$ cat config.mk
export PLATFORM = sky130hd
export DESIGN_NAME = chacha_bus_master
export DESIGN_NICKNAME = d
export VERILOG_FILES = /design/src/rtl/chacha_bus_pkg.sv /design/src/rtl/chacha_bus_master.sv
export SDC_FILE = /design/constraint.sdc
export NUM_CORES = 2
export LEC_CHECK = 0
export ABC_CLOCK_PERIOD_IN_PS = 6470
export CAP_MARGIN = 25
export CELL_PAD_IN_SITES_DETAIL_PLACEMENT = 0
export CELL_PAD_IN_SITES_GLOBAL_PLACEMENT = 1
export CORE_AREA = 8 8 561 563
export CTS_CLUSTER_DIAMETER = 150
export DETAILED_ROUTE_END_ITERATION = 8
export DIE_AREA = 0 0 569 571
export GPL_ROUTABILITY_DRIVEN = 0
export PLACE_DENSITY = 0.43
export SLEW_MARGIN = 20
export SYNTH_ARGS = -nofsm -noshare
export SYNTH_HDL_FRONTEND = slang
export SYNTH_SLANG_ARGS = --single-unit
$ cat constraint.sdc
create_clock -name clk -period 6.47 [get_ports clk]
set_clock_uncertainty 0.05 [all_clocks]
set_input_delay 0.647 -clock clk [delete_from_list [all_inputs] [get_ports clk]]
set_output_delay 0.647 -clock clk [all_outputs]
set_load 0.005 [all_outputs]
$ cat src/rtl/chacha_bus_pkg.sv
// chacha bus master shared definitions.
// Slave register map, control/status bits and FSM encoding.
package chacha_bus_pkg;

  localparam logic [7:0] ADDR_CTRL      = 8'h08;
  localparam logic [7:0] ADDR_STATUS    = 8'h09;
  localparam logic [7:0] ADDR_ROUNDS    = 8'h0b;
  localparam logic [7:0] ADDR_KEY0      = 8'h10;
  localparam logic [7:0] ADDR_IV0       = 8'h20;
  localparam logic [7:0] ADDR_DATA_IN0  = 8'h40;
  localparam logic [7:0] ADDR_DATA_OUT0 = 8'h80;

  localparam int CTRL_INIT_BIT    = 0;
  localparam int CTRL_NEXT_BIT    = 1;
  localparam int STATUS_READY_BIT = 0;
  localparam int STATUS_VALID_BIT = 1;

  typedef enum logic [3:0] {
    ST_IDLE,
    ST_WR_KEY,
    ST_WR_IV,
    ST_WR_ROUNDS,
    ST_WR_DATA,
    ST_WR_CTRL,
    ST_WR_CLR,
    ST_WAIT,
    ST_POLL,
    ST_RD_OUT,
    ST_RESULT
  } state_t;

  // Word i of a big-endian packed block, word0 in the top bits.
  function automatic logic [31:0] word_of(
    input logic [511:0] v,
    input logic [3:0]   i
  );
    return v[32*(15-int'(i)) +: 32];
  endfunction

endpackage

$ cat src/rtl/chacha_bus_master.sv
// chacha bus master: programs the slave, polls status,
// reads the result block back and returns it to the requester.
module chacha_bus_master
  import chacha_bus_pkg::*;
#(
  parameter int POLL_DELAY   = 2,
  parameter int POLL_TIMEOUT = 1023
) (
  input  logic         clk,
  input  logic         reset_n,
  input  logic         job_valid,
  output logic         job_ready,
  input  logic         job_init,
  input  logic [255:0] job_key,
  input  logic [95:0]  job_iv,
  input  logic [4:0]   job_rounds,
  input  logic [511:0] job_data,
  output logic         res_valid,
  input  logic         res_ready,
  output logic [511:0] res_data,
  output logic         res_timeout,
  output logic         read,
  output logic         write,
  output logic [7:0]   addr,
  output logic [31:0]  write_data,
  input  logic [31:0]  read_data
);

  localparam int PW = $clog2(POLL_TIMEOUT + 1);
  localparam int WAIT_LAST =
    (POLL_DELAY > 0) ? POLL_DELAY - 1 : 0;
  localparam logic [PW-1:0] P_LAST = PW'(POLL_TIMEOUT - 1);
  localparam logic [PW-1:0] W_LAST = PW'(WAIT_LAST);

  state_t        state;
  logic [3:0]    cnt;
  logic [3:0]    cnt_nxt;
  logic [PW-1:0] pcnt;
  logic          init_r;
  logic [255:0]  key_r;
  logic [95:0]   iv_r;
  logic [4:0]    rounds_r;
  logic [511:0]  data_r;
  logic          st_done;

  assign cnt_nxt   = cnt + 4'd1;
  assign job_ready = (state == ST_IDLE);
  assign st_done   = read_data[STATUS_VALID_BIT] &
                     read_data[STATUS_READY_BIT];

  // Job sequencer: each state holds the access now on the bus.
  always_ff @(posedge clk or negedge reset_n) begin
    if (!reset_n) begin
      state       <= ST_IDLE;
      cnt         <= '0;
      pcnt        <= '0;
      read        <= 1'b0;
      write       <= 1'b0;
      addr        <= '0;
      write_data  <= '0;
      res_valid   <= 1'b0;
      res_timeout <= 1'b0;
      res_data    <= '0;
      init_r      <= 1'b0;
      key_r       <= '0;
      iv_r        <= '0;
      rounds_r    <= '0;
      data_r      <= '0;
    end else begin
      unique case (state)
        ST_IDLE: begin
          if (job_valid) begin
            init_r   <= job_init;
            key_r    <= job_key;
            iv_r     <= job_iv;
            rounds_r <= job_rounds;
            data_r   <= job_data;
            res_data <= '0;
            cnt      <= '0;
            write    <= 1'b1;
            if (job_init) begin
              state      <= ST_WR_KEY;
              addr       <= ADDR_KEY0;
              write_data <= job_key[255:224];
            end else begin
              state      <= ST_WR_DATA;
              addr       <= ADDR_DATA_IN0;
              write_data <= job_data[511:480];
            end
          end
        end
        ST_WR_KEY: begin
          if (cnt == 4'd7) begin
            state      <= ST_WR_IV;
            cnt        <= '0;
            addr       <= ADDR_IV0;
            write_data <= iv_r[95:64];
          end else begin
            cnt        <= cnt_nxt;
            addr       <= ADDR_KEY0 + {4'h0, cnt_nxt};
            write_data <= word_of({key_r, 256'h0}, cnt_nxt);
          end
        end
        ST_WR_IV: begin
          if (cnt == 4'd2) begin
            state      <= ST_WR_ROUNDS;
            cnt        <= '0;
            addr       <= ADDR_ROUNDS;
            write_data <= {27'h0, rounds_r};
          end else begin
            cnt        <= cnt_nxt;
            addr       <= ADDR_IV0 + {4'h0, cnt_nxt};
            write_data <= word_of({iv_r, 416'h0}, cnt_nxt);
          end
        end
        ST_WR_ROUNDS: begin
          state      <= ST_WR_DATA;
          cnt        <= '0;
          addr       <= ADDR_DATA_IN0;
          write_data <= data_r[511:480];
        end
        ST_WR_DATA: begin
          if (cnt == 4'd15) begin
            state      <= ST_WR_CTRL;
            cnt        <= '0;
            addr       <= ADDR_CTRL;
            write_data <= 32'(1) << (init_r ? CTRL_INIT_BIT
                                            : CTRL_NEXT_BIT);
          end else begin
            cnt        <= cnt_nxt;
            addr       <= ADDR_DATA_IN0 + {4'h0, cnt_nxt};
            write_data <= word_of(data_r, cnt_nxt);
          end
        end
        ST_WR_CTRL: begin
          state      <= ST_WR_CLR;
          cnt        <= '0;
          write_data <= '0;
        end
        ST_WR_CLR: begin
          write <= 1'b0;
          cnt   <= '0;
          pcnt  <= '0;
          if (POLL_DELAY == 0) begin
            state <= ST_POLL;
            read  <= 1'b1;
            addr  <= ADDR_STATUS;
          end else begin
            state <= ST_WAIT;
          end
        end
        ST_WAIT: begin
          if (pcnt == W_LAST) begin
            state <= ST_POLL;
            pcnt  <= '0;
            read  <= 1'b1;
            addr  <= ADDR_STATUS;
          end else begin
            pcnt <= pcnt + 1'b1;
          end
        end
        ST_POLL: begin
          if (st_done) begin
            state <= ST_RD_OUT;
            cnt   <= '0;
            pcnt  <= '0;
            addr  <= ADDR_DATA_OUT0;
          end else if (pcnt == P_LAST) begin
            state       <= ST_RESULT;
            pcnt        <= '0;
            read        <= 1'b0;
            res_valid   <= 1'b1;
            res_timeout <= 1'b1;
            res_data    <= '0;
          end else begin
            pcnt <= pcnt + 1'b1;
          end
        end
        ST_RD_OUT: begin
          res_data[32*(15-int'(cnt)) +: 32] <= read_data;
          if (cnt == 4'd15) begin
            state     <= ST_RESULT;
            cnt       <= '0;
            read      <= 1'b0;
            res_valid <= 1'b1;
          end else begin
            cnt  <= cnt_nxt;
            addr <= ADDR_DATA_OUT0 + {4'h0, cnt_nxt};
          end
        end
        ST_RESULT: begin
          if (res_ready) begin
            state       <= ST_IDLE;
            res_valid   <= 1'b0;
            res_timeout <= 1'b0;
          end
        end
        default: begin
          state <= ST_IDLE;
          read  <= 1'b0;
          write <= 1'b0;
        end
      endcase
    end
  end

endmodule

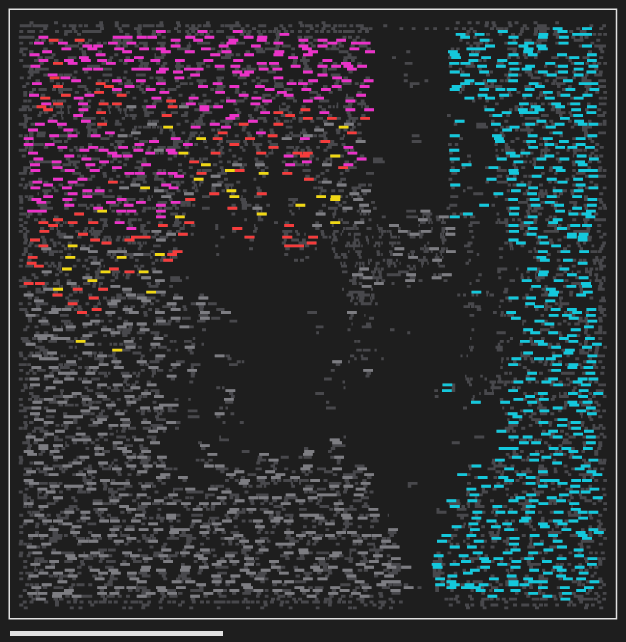
registers.png
Scale bar: 200 um.
legend:
  yellow:
    netlist_name: `write_data`
    flops: 32
  magenta:
    netlist_name: `key_r`
    flops: 256
  red:
    netlist_name: `iv_r`
    flops: 96
  cyan:
    netlist_name: `res_data`
    flops: 512
    where: a column on the right

==> README.md <==
| Item | This run | Unit |
|:---|:---|:---|
| Total routing resource utilization after global routing | 20.1 | % |
| Pin slew with the least headroom to its limit | 1.20 | ns |
| Footprint of the multi-input gates | 0.0243 | mm^2 |
| Largest stage delay on the critical path | 0.92 | ns |
| Worst-path fanout max | 38 | - |
| GRT met2 Usage | 37.6 | % |
| First-pass GRT wire length | 450 | mm |
| TritonCTS Buffers | 187 | - |
| Sinks on the clock net | 1444 | - |
| Worst hold slack | 0.319 | ns |
| Most instantiated flip-flop cell in the synthesis netlist | sky130_fd_sc_hd__dfrtp_1 | - |
| Final instance count without filler cells | 9883 | - |
| Launching point of the worst reg2reg path | cnt[0] | - |
| Critical path's top delay family | AND-OR/OR-AND gates | - |
| Antenna diode instance count | 64 | - |
| XOR Share, Synth | 0.0282 | % |
| CP Data Required Time | 7.05 | ns |
| Clkbuf count | 284 | - |
| Post-CTS setup buffer count | 0 | - |
| Signed area change from the synthesized netlist to the final layout | 41.6 | % |
| Die boundary height | 571 | um |
| Run status | finished, final reports clean | - |
| Prevailing logic family in the synthesized netlist | multiplexers | - |
| Setup violation total in the final timing report | 0 | - |
| Area fraction in mux cells | 25.3 | % |
| Startpoint type of the worst setup path | flip-flop | - |
| Largest net degree at the start of global routing | 144 | - |
| Quantity of hold-fixing buffers added after cts | 1 | - |
| Clock tree from TritonCTS | yes | - |
| Buffers and inverters on the worst path | 3 | - |
| Number of logged tool warnings | 64 | - |
| Final max-slew violation count | 0 | - |
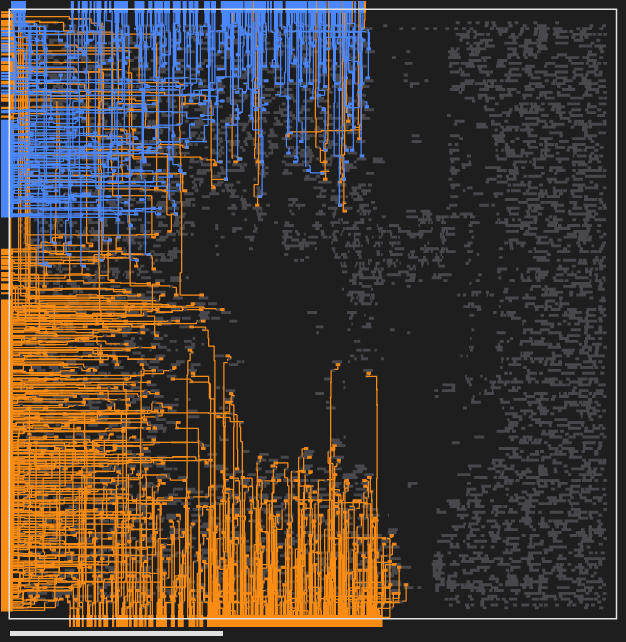
port_nets.png
Scale bar: 200 um.
legend:
  orange:
    port: `job_data`
    bits: 512
    direction: input
    edge: 265 west, 237 south, 10 north
    end_cells: 544
    buffers: 512
    wire: 52.9 mm
  blue:
    port: `job_key`
    bits: 256
    direction: input
    edge: 172 north, 84 west
    end_cells: 288
    buffers: 256
    wire: 22.3 mm
Top Ports: 1463
number of buffer cells added on primary ports: 1462

==> power breakdown <==
part / internal (W) / switching (W)
combinational: 0.00680 / 0.00726
clock: 0.00629 / 0.00437
sequential: 0.0120 / 0.00203
total: 0.0251 / 0.0137
==> registers in the layout, indices dropped and copies added (netlist names) <==
signal       flops
pcnt            10
read             1
iv_r            96
addr             8
init_r           1
write_data      32
key_r          256
data_r         512
write            1
res_timeout      1
res_valid        1
cnt              4
res_data       512
rounds_r         5
state            4
==> worst max path at each step <==
stage / startpoint / endpoint / cells after the start
2_1_floorplan: cnt[0] / write_data[3] / 14
3_3_place_gp: cnt[0] / write_data[0] / 9
3_5_place_dp: cnt[0] / write_data[0] / 9
4_1_cts: cnt[0] / write_data[0] / 9
5_1_grt: cnt[0] / write_data[0] / 9
6_report: cnt[0] / write_data[0] / 9
Power figures rest on the tool's default switching activity, not on a simulated workload.
